**src/rtl/pair_sum_pkg.sv**
```systemverilog
// Shared state encoding and default sizing for the pair-sum memory walker.
// Pure declarations; no logic, no latency, no flow control.
package pair_sum_pkg;

    localparam int DATA_W_DEF = 16;
    localparam int ADDR_W_DEF = 4;
    localparam int DEPTH_DEF  = 11;

    typedef enum logic [2:0] {
        IDLE,
        READ,
        WAIT,
        EMIT,
        DONE
    } state_e;

endpackage

```
**src/rtl/pair_sum_sequencer_if.sv**
```systemverilog
// Control, memory-read and result bundle for the pair-sum walker.
// master = walker side, slave = environment (memory, consumer, controller).
interface pair_sum_sequencer_if #(
    parameter int DATA_W = 16,
    parameter int ADDR_W = 4
);

    logic              start;
    logic              abort;
    logic              mem_rd_en;
    logic [ADDR_W-1:0] mem_addr;
    logic [DATA_W-1:0] mem_rd_data;
    logic              out_valid;
    logic              out_ready;
    logic [DATA_W:0]   out_sum;
    logic              busy;
    logic              done;
    logic [ADDR_W:0]   count;

    modport master (
        input  start, abort, mem_rd_data, out_ready,
        output mem_rd_en, mem_addr, out_valid, out_sum, busy, done, count
    );

    modport slave (
        output start, abort, mem_rd_data, out_ready,
        input  mem_rd_en, mem_addr, out_valid, out_sum, busy, done, count
    );

endinterface

```
**src/rtl/pair_sum_sequencer.sv**
```systemverilog
// Walks an external memory, emitting mem[i]+mem[i-1] per word until a zero word or DEPTH.
// First result 3 cycles after start; each later one 3 cycles plus out_ready stall cycles.
module pair_sum_sequencer
    import pair_sum_pkg::*;
#(
    parameter int DATA_W = DATA_W_DEF,
    parameter int ADDR_W = ADDR_W_DEF,
    parameter int DEPTH  = DEPTH_DEF
) (
    input  logic                   clk,
    input  logic                   rst,
    pair_sum_sequencer_if.master   bus
);

    localparam logic [ADDR_W-1:0] LAST_IDX = ADDR_W'(DEPTH - 1);

    state_e            state_q, state_d;
    logic [ADDR_W-1:0] idx_q, idx_d;
    logic [DATA_W-1:0] prev_q, prev_d;
    logic [ADDR_W:0]   count_q, count_d;
    logic [DATA_W:0]   sum_q, sum_d;

    always_ff @(posedge clk or posedge rst) begin
        if (rst) begin
            state_q <= IDLE;
            idx_q   <= '0;
            prev_q  <= '0;
            count_q <= '0;
            sum_q   <= '0;
        end else begin
            state_q <= state_d;
            idx_q   <= idx_d;
            prev_q  <= prev_d;
            count_q <= count_d;
            sum_q   <= sum_d;
        end
    end

    always_comb begin
        state_d = state_q;
        idx_d   = idx_q;
        prev_d  = prev_q;
        count_d = count_q;
        sum_d   = sum_q;

        // abort wins over everything, including a same-cycle EMIT handshake
        if (bus.abort && state_q != IDLE) begin
            state_d = IDLE;
        end else begin
            case (state_q)
                IDLE: begin
                    if (bus.start) begin
                        idx_d   = '0;
                        prev_d  = '0;
                        count_d = '0;
                        state_d = READ;
                    end
                end
                READ: state_d = WAIT;
                WAIT: begin
                    if (bus.mem_rd_data == '0) begin
                        state_d = DONE;
                    end else begin
                        sum_d   = {1'b0, prev_q} + {1'b0, bus.mem_rd_data};
                        prev_d  = bus.mem_rd_data;
                        state_d = EMIT;
                    end
                end
                EMIT: begin
                    if (bus.out_ready) begin
                        count_d = count_q + 1'b1;
                        if (idx_q == LAST_IDX) begin
                            state_d = DONE;
                        end else begin
                            idx_d   = idx_q + 1'b1;
                            state_d = READ;
                        end
                    end
                end
                DONE:    state_d = IDLE;
                default: state_d = IDLE;
            endcase
        end
    end

    assign bus.mem_rd_en = (state_q == READ);
    assign bus.mem_addr  = idx_q;
    assign bus.out_valid = (state_q == EMIT);
    assign bus.out_sum   = sum_q;
    assign bus.busy      = (state_q != IDLE);
    assign bus.done      = (state_q == DONE);
    assign bus.count     = count_q;

endmodule

```
**src/flat_wrapper.sv**
```systemverilog
// flat-port wrapper written by rule: the top's interface ports become plain ports
module pair_sum_sequencer_flat import pair_sum_pkg::*;
#(
    parameter int DATA_W = DATA_W_DEF,
    parameter int ADDR_W = ADDR_W_DEF,
    parameter int DEPTH  = DEPTH_DEF
)
  (clk, rst, bus_start, bus_abort, bus_mem_rd_data, bus_out_ready, bus_mem_rd_en, bus_mem_addr, bus_out_valid, bus_out_sum, bus_busy, bus_done, bus_count);
  pair_sum_sequencer_if #(.DATA_W(DATA_W), .ADDR_W(ADDR_W)) bus_i ();
  input  logic clk;
  input  logic rst;
  input wire logic [$bits(bus_i.start)-1:0] bus_start;
  input wire logic [$bits(bus_i.abort)-1:0] bus_abort;
  input wire logic [$bits(bus_i.mem_rd_data)-1:0] bus_mem_rd_data;
  input wire logic [$bits(bus_i.out_ready)-1:0] bus_out_ready;
  output wire logic [$bits(bus_i.mem_rd_en)-1:0] bus_mem_rd_en;
  output wire logic [$bits(bus_i.mem_addr)-1:0] bus_mem_addr;
  output wire logic [$bits(bus_i.out_valid)-1:0] bus_out_valid;
  output wire logic [$bits(bus_i.out_sum)-1:0] bus_out_sum;
  output wire logic [$bits(bus_i.busy)-1:0] bus_busy;
  output wire logic [$bits(bus_i.done)-1:0] bus_done;
  output wire logic [$bits(bus_i.count)-1:0] bus_count;
  assign bus_i.start = bus_start;
  assign bus_i.abort = bus_abort;
  assign bus_i.mem_rd_data = bus_mem_rd_data;
  assign bus_i.out_ready = bus_out_ready;
  assign bus_mem_rd_en = bus_i.mem_rd_en;
  assign bus_mem_addr = bus_i.mem_addr;
  assign bus_out_valid = bus_i.out_valid;
  assign bus_out_sum = bus_i.out_sum;
  assign bus_busy = bus_i.busy;
  assign bus_done = bus_i.done;
  assign bus_count = bus_i.count;
  pair_sum_sequencer #(.DATA_W(DATA_W), .ADDR_W(ADDR_W), .DEPTH(DEPTH)) u_core (.clk(clk), .rst(rst), .bus(bus_i));
endmodule
```
**config.mk**
```make
export PLATFORM = sky130hd
export DESIGN_NAME = pair_sum_sequencer_flat
export DESIGN_NICKNAME = d
export VERILOG_FILES = /design/src/rtl/pair_sum_pkg.sv /design/src/rtl/pair_sum_sequencer_if.sv /design/src/rtl/pair_sum_sequencer.sv /design/src/flat_wrapper.sv
export SDC_FILE = /design/constraint.sdc
export NUM_CORES = 1
export LEC_CHECK = 0
export CAP_MARGIN = 20
export CORE_ASPECT_RATIO = 1.2
export CORE_MARGIN = 5
export CORE_UTILIZATION = 41
export DETAILED_ROUTE_END_ITERATION = 12
export PLACE_DENSITY = 0.72
export RECOVER_POWER = 50
export SYNTH_ARGS = -nofsm -noshare
export SYNTH_HDL_FRONTEND = slang
export SYNTH_SLANG_ARGS = --single-unit
```
**constraint.sdc**
```tcl
create_clock -name clk -period 2.95 [get_ports clk]
set_clock_uncertainty 0.15 [all_clocks]
set_input_delay 0.59 -clock clk [delete_from_list [all_inputs] [get_ports clk]]
set_output_delay 0.59 -clock clk [all_outputs]
set_load 0.1 [all_outputs]
```
Fig. 1: run 1, routed clock nets over the placement
The bar under the picture is 20 µm long.
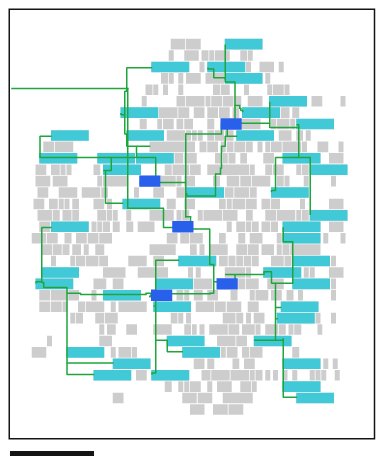
[clock wires] green | length: 580 µm
[clock-net drivers] blue | count: 5
[flip-flops] cyan | count: 45
routed clock nets: 6

Fig. 2: run 1, clock wiring as the flow saved it
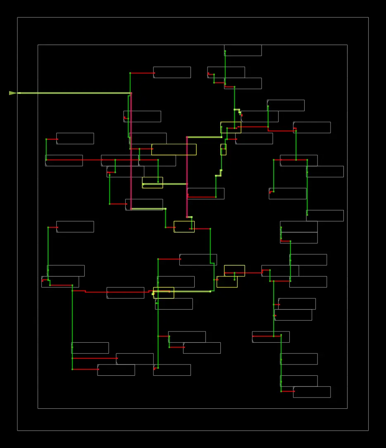
CTS buffer count: 5
Clock Power: 0.479 mW
worst skew pair latency: 0.30 ns
clkbuf count: 7
Sink Count: 45

==> results.sh, run 1 <==
# physical design summary
export IMPL_cp_end_kind="flop"
export IMPL_critPathRequiredTime_ns=2.96
export IMPL_cp_max_fo=3
export IMPL_flop_count=45
export IMPL_drc=0
export IMPL_ff_latch_area_mm2=0.00113
export IMPL_critPathSlowestCell="clkdlybuf4s50_1"
export IMPL_overflow=0
export IMPL_holdPathStages=2
export IMPL_finalNonFillerCells=482
export IMPL_final_max_slew_viol_count=0
export IMPL_worst_path_largest_cell_delay_ns=0.44
export IMPL_worstMarginPinSlew_ns=1.19
export IMPL_fin_hold_ws_ns=0.334
export IMPL_buf_share_pct=15.5
export IMPL_synth_most_common_cell="nand2_1"
export IMPL_fmax_mhz=348
export IMPL_mux_area_share_pct=1.13
export IMPL_startpoint="bus_mem_rd_data[0]"
export IMPL_p_comb_mw=2.51
export IMPL_crit_type="in2reg"
export IMPL_p_clk_share_pct=12.1
export IMPL_largest_reg_flops=17
export IMPL_status="completed"
export IMPL_seqPwrFrac_pct=24.8
export IMPL_syn_area_per_cell_um2=8.84
export IMPL_hold_path_startpoint="u_core.bus.out_sum[3]"
export IMPL_rrSetupSlack_ns=0.46
export IMPL_taps=87
export IMPL_r2r_end="u_core.bus.out_sum[16]"
export IMPL_flop_cell="dfrtp_1"
export IMPL_area_dominant_class="multi-input combinational cells"
export IMPL_seq_cell_share_pct=31.0
export IMPL_synth_edff_count=0
export IMPL_wl_per_cell_um=14.8
export IMPL_row_count=33
export IMPL_vdd_drop_max_uv=660
export IMPL_yosysSeqAreaShare_pct=39.0
Fig. 3: run 1, pin map
Pins as bars across the die edge, other pins in gray.
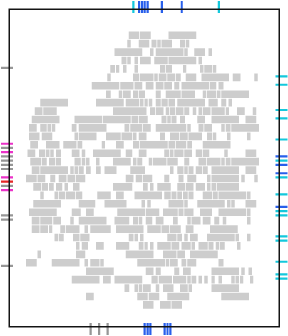
[`bus_out_sum`] cyan | pins: 17 | direction: output | edge: 15 right, 2 top
[`bus_start`] red | pins: 1 | direction: input | edge: left
[`bus_mem_rd_data`] blue | pins: 16 | direction: input | edge: 6 bottom, 6 top, 4 right
[`bus_mem_addr`] magenta | pins: 4 | direction: output | edge: left

[run 1: layout by cell type (no fill, tap or decap), types with 2 or more instances in the layout]
master,n
o211ai_1,2
nor2_1,16
nor4_1,5
a211oi_1,2
ha_1,19
a211o_1,3
nand2_1,66
and2_1,3
mux2_2,2
a31o_2,2
clkdlybuf4s50_1,19
dfrtp_1,45
a21o_1,6
a21oi_1,21
o21ai_0,35
or4_1,3
buf_12,2
or2_2,2
clkbuf_8,6
and3_1,2
clkbuf_1,16
xor2_1,8
buf_4,34
o31ai_1,3
nand4_1,10
nand3_1,9
inv_1,9
nor3_4,2
nor2b_1,3
clkinv_1,2
nand3b_1,2
xnor2_1,3
o21bai_1,2
[run 1: worst max-delay path by stage]
stage | slack (ns) | to | cells past startpoint
floorplan | 0.31 | u_core.bus.out_sum[16] | 7
global placement | -0.26 | u_core.bus.out_sum[16] | 8
detailed placement | -0.30 | u_core.bus.out_sum[16] | 8
CTS | 0.02 | u_core.bus.out_sum[16] | 8
global route | 0.01 | u_core.bus.out_sum[16] | 8
finish | 0.08 | u_core.bus.out_sum[16] | 8
[run 1: layer usage]
metal / track usage [%] / up-vias / part of all wire [%]
met5: 0 / - / 0
met4: 4.92 / 0 / 1.4
met2: 31.2 / 82 / 50
met3: 3.71 / 7 / 6.3
met1: 20.1 / 1259 / 42
li1: - / 1315 / -
[run 1: through the flow]
step / instance area (µm²) / setup WS [ns] / total power, mW
after floorplan: 2900 / 0.306 / 2.95
after global placement: 3560 / -0.261 / 3.54
after detailed placement: 3560 / -0.303 / 3.58
after CTS: 3680 / 0.0200 / 4.08
after global routing: 3630 / 0.0107 / 4.25
final: 3630 / 0.0779 / 3.98
--- run 2 (diff from run 1) ---
==> constraint.sdc (replaced) <==
create_clock -name clk -period 3.6 [get_ports clk]
set_clock_uncertainty 0.15 [all_clocks]
set_input_delay 0.72 -clock clk [delete_from_list [all_inputs] [get_ports clk]]
set_output_delay 0.72 -clock clk [all_outputs]
set_load 0.1 [all_outputs]
Fig. 4: run 2, pin map
Pins as bars across the die edge, other pins in gray.
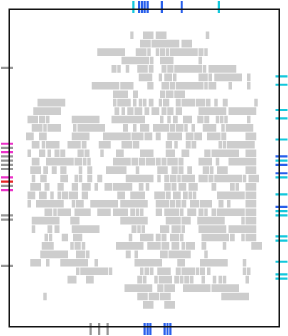
die span in y: 102 µm
Die X: 86.6 µm
# port buffers: 50

==> run 2 against run 1 <==
Combinational power decreased by 21%. Total power decreased by 20%. Wire length decreased by 2.5%. Count of clock-buffer cells in the layout unchanged. Sequential share of layout area increased by 1.5 points. Worst setup slack improved by 0.42 ns. Critical path depth unchanged. Flip-flop count unchanged. Sequential power decreased by 18%. First-iteration DRC count decreased by 1.4%. Final cell count decreased by 3.7%. Core utilization decreased by 2.4 points.
==> results.sh, run 2 <==
# physical design summary
export IMPL_startpoint="bus_mem_rd_data[0]"
export IMPL_status="completed"
export IMPL_row_count=33
export IMPL_buffers_excl_clock=54
export IMPL_fmax_mhz=322
export IMPL_finalNonFillerCells=464
export IMPL_via_per_inst=5.50
export IMPL_p_total_mw=3.18
export IMPL_syn_area_per_cell_um2=8.84
export IMPL_worstMarginPinSlew_ns=1.17
export IMPL_taps=87
export IMPL_pre_cts_slack_ns=0.184
export IMPL_fin_hold_ws_ns=0.328
export IMPL_ff_latch_area_mm2=0.00113
export IMPL_yosysSeqAreaShare_pct=39.0
export IMPL_cp_end_kind="flop"
export IMPL_wl_per_cell_um=15.0
export IMPL_p_leak_nw=1.52
export IMPL_final_cell_area_mm2=0.00346
export IMPL_cts_buffers=5
export IMPL_flop_cell="dfrtp_1"
export IMPL_utilization_pct=50.5
export IMPL_setup_ws_ns=0.493
export IMPL_flop_count=45
export IMPL_clk_latency_ns=0.30
export IMPL_vdd_drop_max_uv=599
export IMPL_hold_path_startpoint="u_core.bus.out_sum[4]"
export IMPL_cts_setup_buffers=0
export IMPL_seq_cell_share_pct=32.5
export IMPL_layout_top_cells="nand2_1 (66), dfrtp_1 (45), o21ai_0 (35), clkdlybuf4s50_1 (27), a21oi_1 (21)"
export IMPL_crit_type="in2reg"
export IMPL_clock_sinks=45
export IMPL_placed_cell_area_mm2=0.00340
export IMPL_cp_max_fo=3
export IMPL_n_clock_buffer=7
export IMPL_overflow=0
export IMPL_synth_edff_count=0
export IMPL_buf_share_pct=11.9
export IMPL_synth_most_common_cell="nand2_1"
export IMPL_largest_reg_flops=17
export IMPL_fp_util_pct=42.2
export IMPL_critPathSlowestCell="clkdlybuf4s50_1"
export IMPL_critPathRequiredTime_ns=3.62
Fig. 5: run 2, where the registers sit
Other sequential cells in the stronger gray, the rest of the logic in the fainter gray.
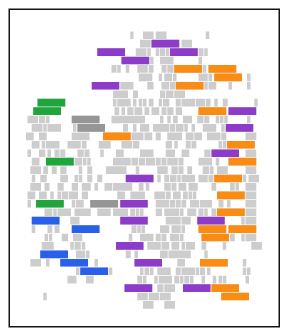
[`u_core.bus.count`] blue | flops: 5 | where: lower left
[`u_core.prev_q`] purple | flops: 16
[`u_core.bus.mem_addr`] green | flops: 4 | where: middle left
[`u_core.bus.out_sum`] orange | flops: 17
not colored: 3

-- run 2: netlist changes by cell type in the layout (fill, tap and decap cells not counted) --
cell / delta
clkbuf_1: +2
a2111oi_2: +1
buf_12: -2
dlymetal6s4s_1: -1
clkdlybuf4s50_1: +8
a2111oi_4: -1
buf_4: -25
-- run 2: cells by family (layout without fill, tap and decap cells) --
kind of cell    Yosys count  in the layout
buf+inv                  23             73
simple gates            133            133
compound gates           92             92
flops                    45             45
xor+xnor                 11             11
mux                       3              3
fa+ha+maj                20             20
-- run 2: worst register-to-register path: cells and delay by family, from the launching register on --
kind | cells | cell delay (ns)
flops | 1 | 0.39
compound gates | 4 | 1.12
simple gates | 1 | 0.18
fa+ha+maj | 2 | 0.62
-- run 2: worst paths after layout --
kind,end,slack [ns],cells after the start
max,u_core.bus.out_sum[16],0.49,8
min reg2reg,u_core.bus.out_sum[4],0.33,2
max in group asynchronous,u_core.prev_q[12],1.45,3
max reg2reg,u_core.bus.out_sum[16],1.00,7
min,u_core.bus.out_sum[4],0.33,2
min in group asynchronous,u_core.bus.count[4],0.66,2
-- run 2: per-layer routing --
layer | vias to the layer above | part of all wire, % | global-route usage [%]
met2 | 61 | 50 | 28.9
met3 | 10 | 4.3 | 2.98
met1 | 1201 | 44 | 21.1
met5 | - | 0 | 0
li1 | 1280 | - | -
met4 | 0 | 2.1 | 5.76
-- run 2: power by group through the flow --
stage,logic (mW),registers (mW),clock network [mW]
floorplan,0.941,1.48,0
global placement,2.00,0.811,0
detailed placement,2.03,0.821,0
CTS,2.03,0.810,0.406
global route,2.14,0.835,0.429
finish,1.98,0.805,0.396
--- run 3 (diff from run 2) ---
--- a/config.mk
+++ b/config.mk
@@ -8,9 +8,9 @@
 export CAP_MARGIN = 20
 export CORE_ASPECT_RATIO = 1.2
 export CORE_MARGIN = 5
-export CORE_UTILIZATION = 41
+export CORE_UTILIZATION = 57
 export DETAILED_ROUTE_END_ITERATION = 12
-export PLACE_DENSITY = 0.72
+export PLACE_DENSITY = 0.92
 export RECOVER_POWER = 50
 export SYNTH_ARGS = -nofsm -noshare
 export SYNTH_HDL_FRONTEND = slang
Fig. 6: run 3, clock wiring as the flow saved it
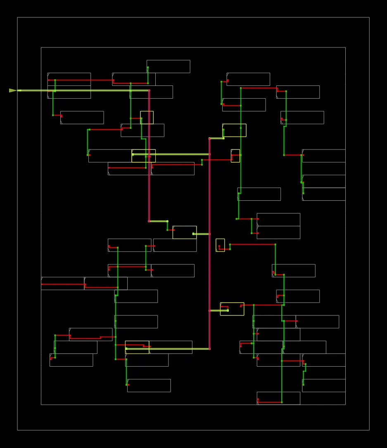
Clock Power: 0.309 mW
seq_cells: 45

==> run 3 against run 2 <==
Clock power fell by 22%. Die size decreased by 25%. Total power fell by 2.6%. Worst hold slack improved by 0.0025 ns. Area after synthesis did not move. Final cell count down 5.8%. Fmax up 0.46%. Global-route usage rose by 5.3 points. Sequential share of layout area is 0.56 points higher. Core utilization up 18 points. Critical path depth unchanged. Sequential power is essentially flat.
==> results.sh, run 3 <==
# physical design summary
export IMPL_drive_gt1_share_pct=8.75
export IMPL_post_cts_resized=0
export IMPL_synth_edff_count=0
export IMPL_fin_tns_setup_ns=0
export IMPL_ys_async_sr_fraction_pct=100
export IMPL_overflow=0
export IMPL_die_x_um=75.0
export IMPL_crit_path_start_kind="primary input"
export IMPL_worst_path_largest_cell_delay_ns=0.45
export IMPL_fin_hold_ws_ns=0.330
export IMPL_top_power_group="combinational cells"
export IMPL_ios=51
export IMPL_antenna_cells=0
export IMPL_cts_buffers=5
export IMPL_io_buffers=50
export IMPL_die_h_um=88.0
export IMPL_area_growth_pct=17.8
export IMPL_clockBufferDepth=2
export IMPL_crit_type="in2reg"
export IMPL_via_per_inst=5.75
export IMPL_vias=2512
export IMPL_fp_nets=368
export IMPL_finalNonFillerCells=437
export IMPL_final_max_slew_viol_count=0
export IMPL_hpwl_mm=5.12
export IMPL_power_switching_mw=1.77
export IMPL_fp_coreArea_mm2=0.00494
export IMPL_min_period_ns=3.09
export IMPL_syn_area_per_cell_um2=8.84
export IMPL_yosysSeqAreaShare_pct=39.0
export IMPL_fmax_mhz=323
export IMPL_critPathRequiredTime_ns=3.62
export IMPL_syn_area_mm2=0.00289
export IMPL_maxCapViolCount=0
export IMPL_clk_latency_ns=0.30
export IMPL_cts_max_level=2
export IMPL_layout_top_cells="nand2_1 (66), dfrtp_1 (45), o21ai_0 (35), clkdlybuf4s50_1 (29), a21oi_1 (21)"
export IMPL_p_comb_mw=1.99
export IMPL_combPwrFrac_pct=64.0
export IMPL_worst_hold_path_type="reg2reg"
export IMPL_cp_max_fo=3
export IMPL_placed_cell_area_mm2=0.00338
export IMPL_wl_per_cell_um=14.9
export IMPL_grt_max_degree=33
export IMPL_grt_pass1_wl_mm=11.3
export IMPL_tritoncts="built"
export IMPL_pg_seq_mw=0.807
export IMPL_largest_reg_flops=17
export IMPL_p_leak_nw=1.50
export IMPL_hold_path_startpoint="u_core.bus.out_sum[0]"
export IMPL_internal_power_mw=1.33
export IMPL_timing_final_crit_share_pct=85.9
export IMPL_synthTopCellsByArea="dfrtp_1 (39%), nand2_1 (8.6%), ha_1 (8.2%)"
export IMPL_ctsHoldBuffers=0
export IMPL_row_count=28
export IMPL_fin_nets=417
export IMPL_switching_share_pct=57.2
export IMPL_startpoint="bus_mem_rd_data[0]"
export IMPL_critPathSlowestCell="clkdlybuf4s50_1"
export IMPL_cts_setup_buffers=0
export IMPL_layout_cells_most_common="nand2_1"
export IMPL_worstMarginPinSlew_ns=1.37
export IMPL_totalWireLength_mm=6.53
export IMPL_crit_chain="clkdlybuf4s50_1, ha_1, fa_1, a21o_1, a311o_1, a2111oi_2, or4_1, a31oi_1"
export IMPL_final_cell_area_mm2=0.00341
export IMPL_ys_area_mm2=0.00289
export IMPL_clock_sinks=45
export IMPL_utilization_pct=68.9
export IMPL_synth_most_common_cell="nand2_1"
export IMPL_flop_cell="dfrtp_1"
export IMPL_seqPwrFrac_pct=26.0
export IMPL_cp_end_kind="flop"
export IMPL_fp_util_pct=58.5
export IMPL_drc=0
export IMPL_yosys_warnings=0
export IMPL_tool_warnings=27
export IMPL_status="completed"
export IMPL_hold_viol=0
export IMPL_synth_flop_count=45
export IMPL_vdd_drop_max_uv=549
export IMPL_p_per_area_mw_per_mm2=911
export IMPL_yosys_top_cells_count="nand2_1 (66), dfrtp_1 (45), o21ai_0 (35)"
export IMPL_dpl_cell_count=428
Fig. 7: run 3, routed clock nets over the placement
The bar under the picture is 20 µm long.
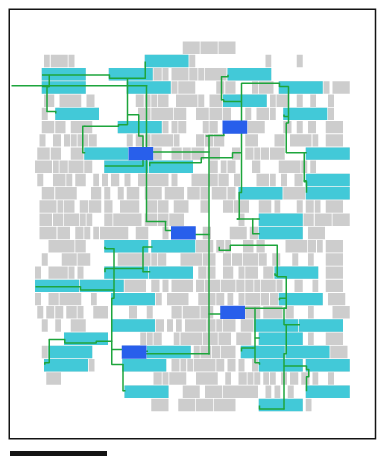
clock network power share: 10.0%

[run 3: logic make-up (layout without fill, tap and decap cells)]
family          count (synthesis)  in the layout  share of synthesized area [%]
flops                          45             45                           39.0
simple gates                  133            133                           23.7
xor+xnor                       11             11                           3.33
fa+ha+maj                      20             20                           8.92
buf+inv                        23             73                           3.98
compound gates                 92             92                           20.0
mux                             3              3                           1.13
[run 3: final timing paths]
| check | endpoint | slack (ns) | depth (start not counted) |
|---|---|---|---|
| worst max-delay path | u_core.bus.out_sum[16] | 0.51 | 8 |
| worst min register to register | u_core.bus.out_sum[0] | 0.33 | 2 |
| min in group asynchronous | u_core.bus.out_sum[15] | 0.55 | 2 |
| max in group asynchronous | u_core.state_q[2] | 1.28 | 3 |
| worst min-delay path | u_core.bus.out_sum[0] | 0.33 | 2 |
| worst max register to register | u_core.bus.out_sum[16] | 1.02 | 7 |
[run 3: layer usage]
layer	GRT usage (%)	share of wire [%]	vias to the layer above
li1	-	-	1273
met1	28.6	44	1171
met2	37.2	49	57
met3	3.90	5.2	11
met4	6.47	1.7	0
met5	0	0	-
[run 3: final cells by class]
class	count	area [µm²]
tap	60	75.1
fill	420	1530
clock buffer	5	68.8
clock inverter	3	17.5
sequential	45	1130
timing repair buffer	54	417
inverter	11	41.3
multi-input combinational	259	1660
[run 3: per-stage QoR]
| step | setup WS (ns) | total power, mW |
|---|---|---|
| after floorplan | 0.826 | 2.42 |
| after global placement | 0.217 | 2.80 |
| after detailed placement | 0.181 | 2.84 |
| after CTS | 0.506 | 3.15 |
| after global routing | 0.380 | 3.31 |
| final | 0.507 | 3.10 |
[run 3: worst max-delay path, delay by kind of cell]
family / cells / cell delay (ns)
simple gates: 1 / 0.18
buf+inv: 1 / 0.45
compound gates: 4 / 1.11
fa+ha+maj: 2 / 0.65

==> screenshots <==
Metal layers overlaid.
The bar under the picture is 20 µm long.
picture 1
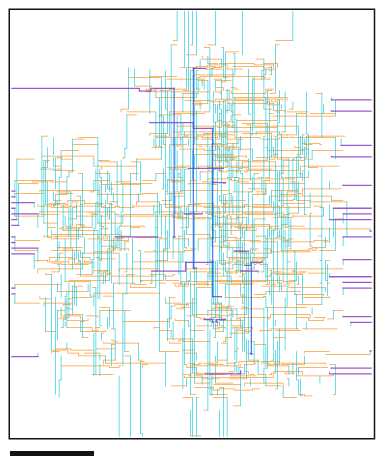
picture 2
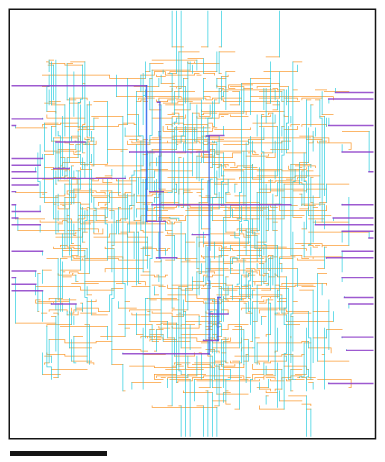
The one with the largest die is picture 1.
Picture 2 comes from run 3.
Picture 1 comes from run 2.

Power is estimated from default activity; no workload was simulated.
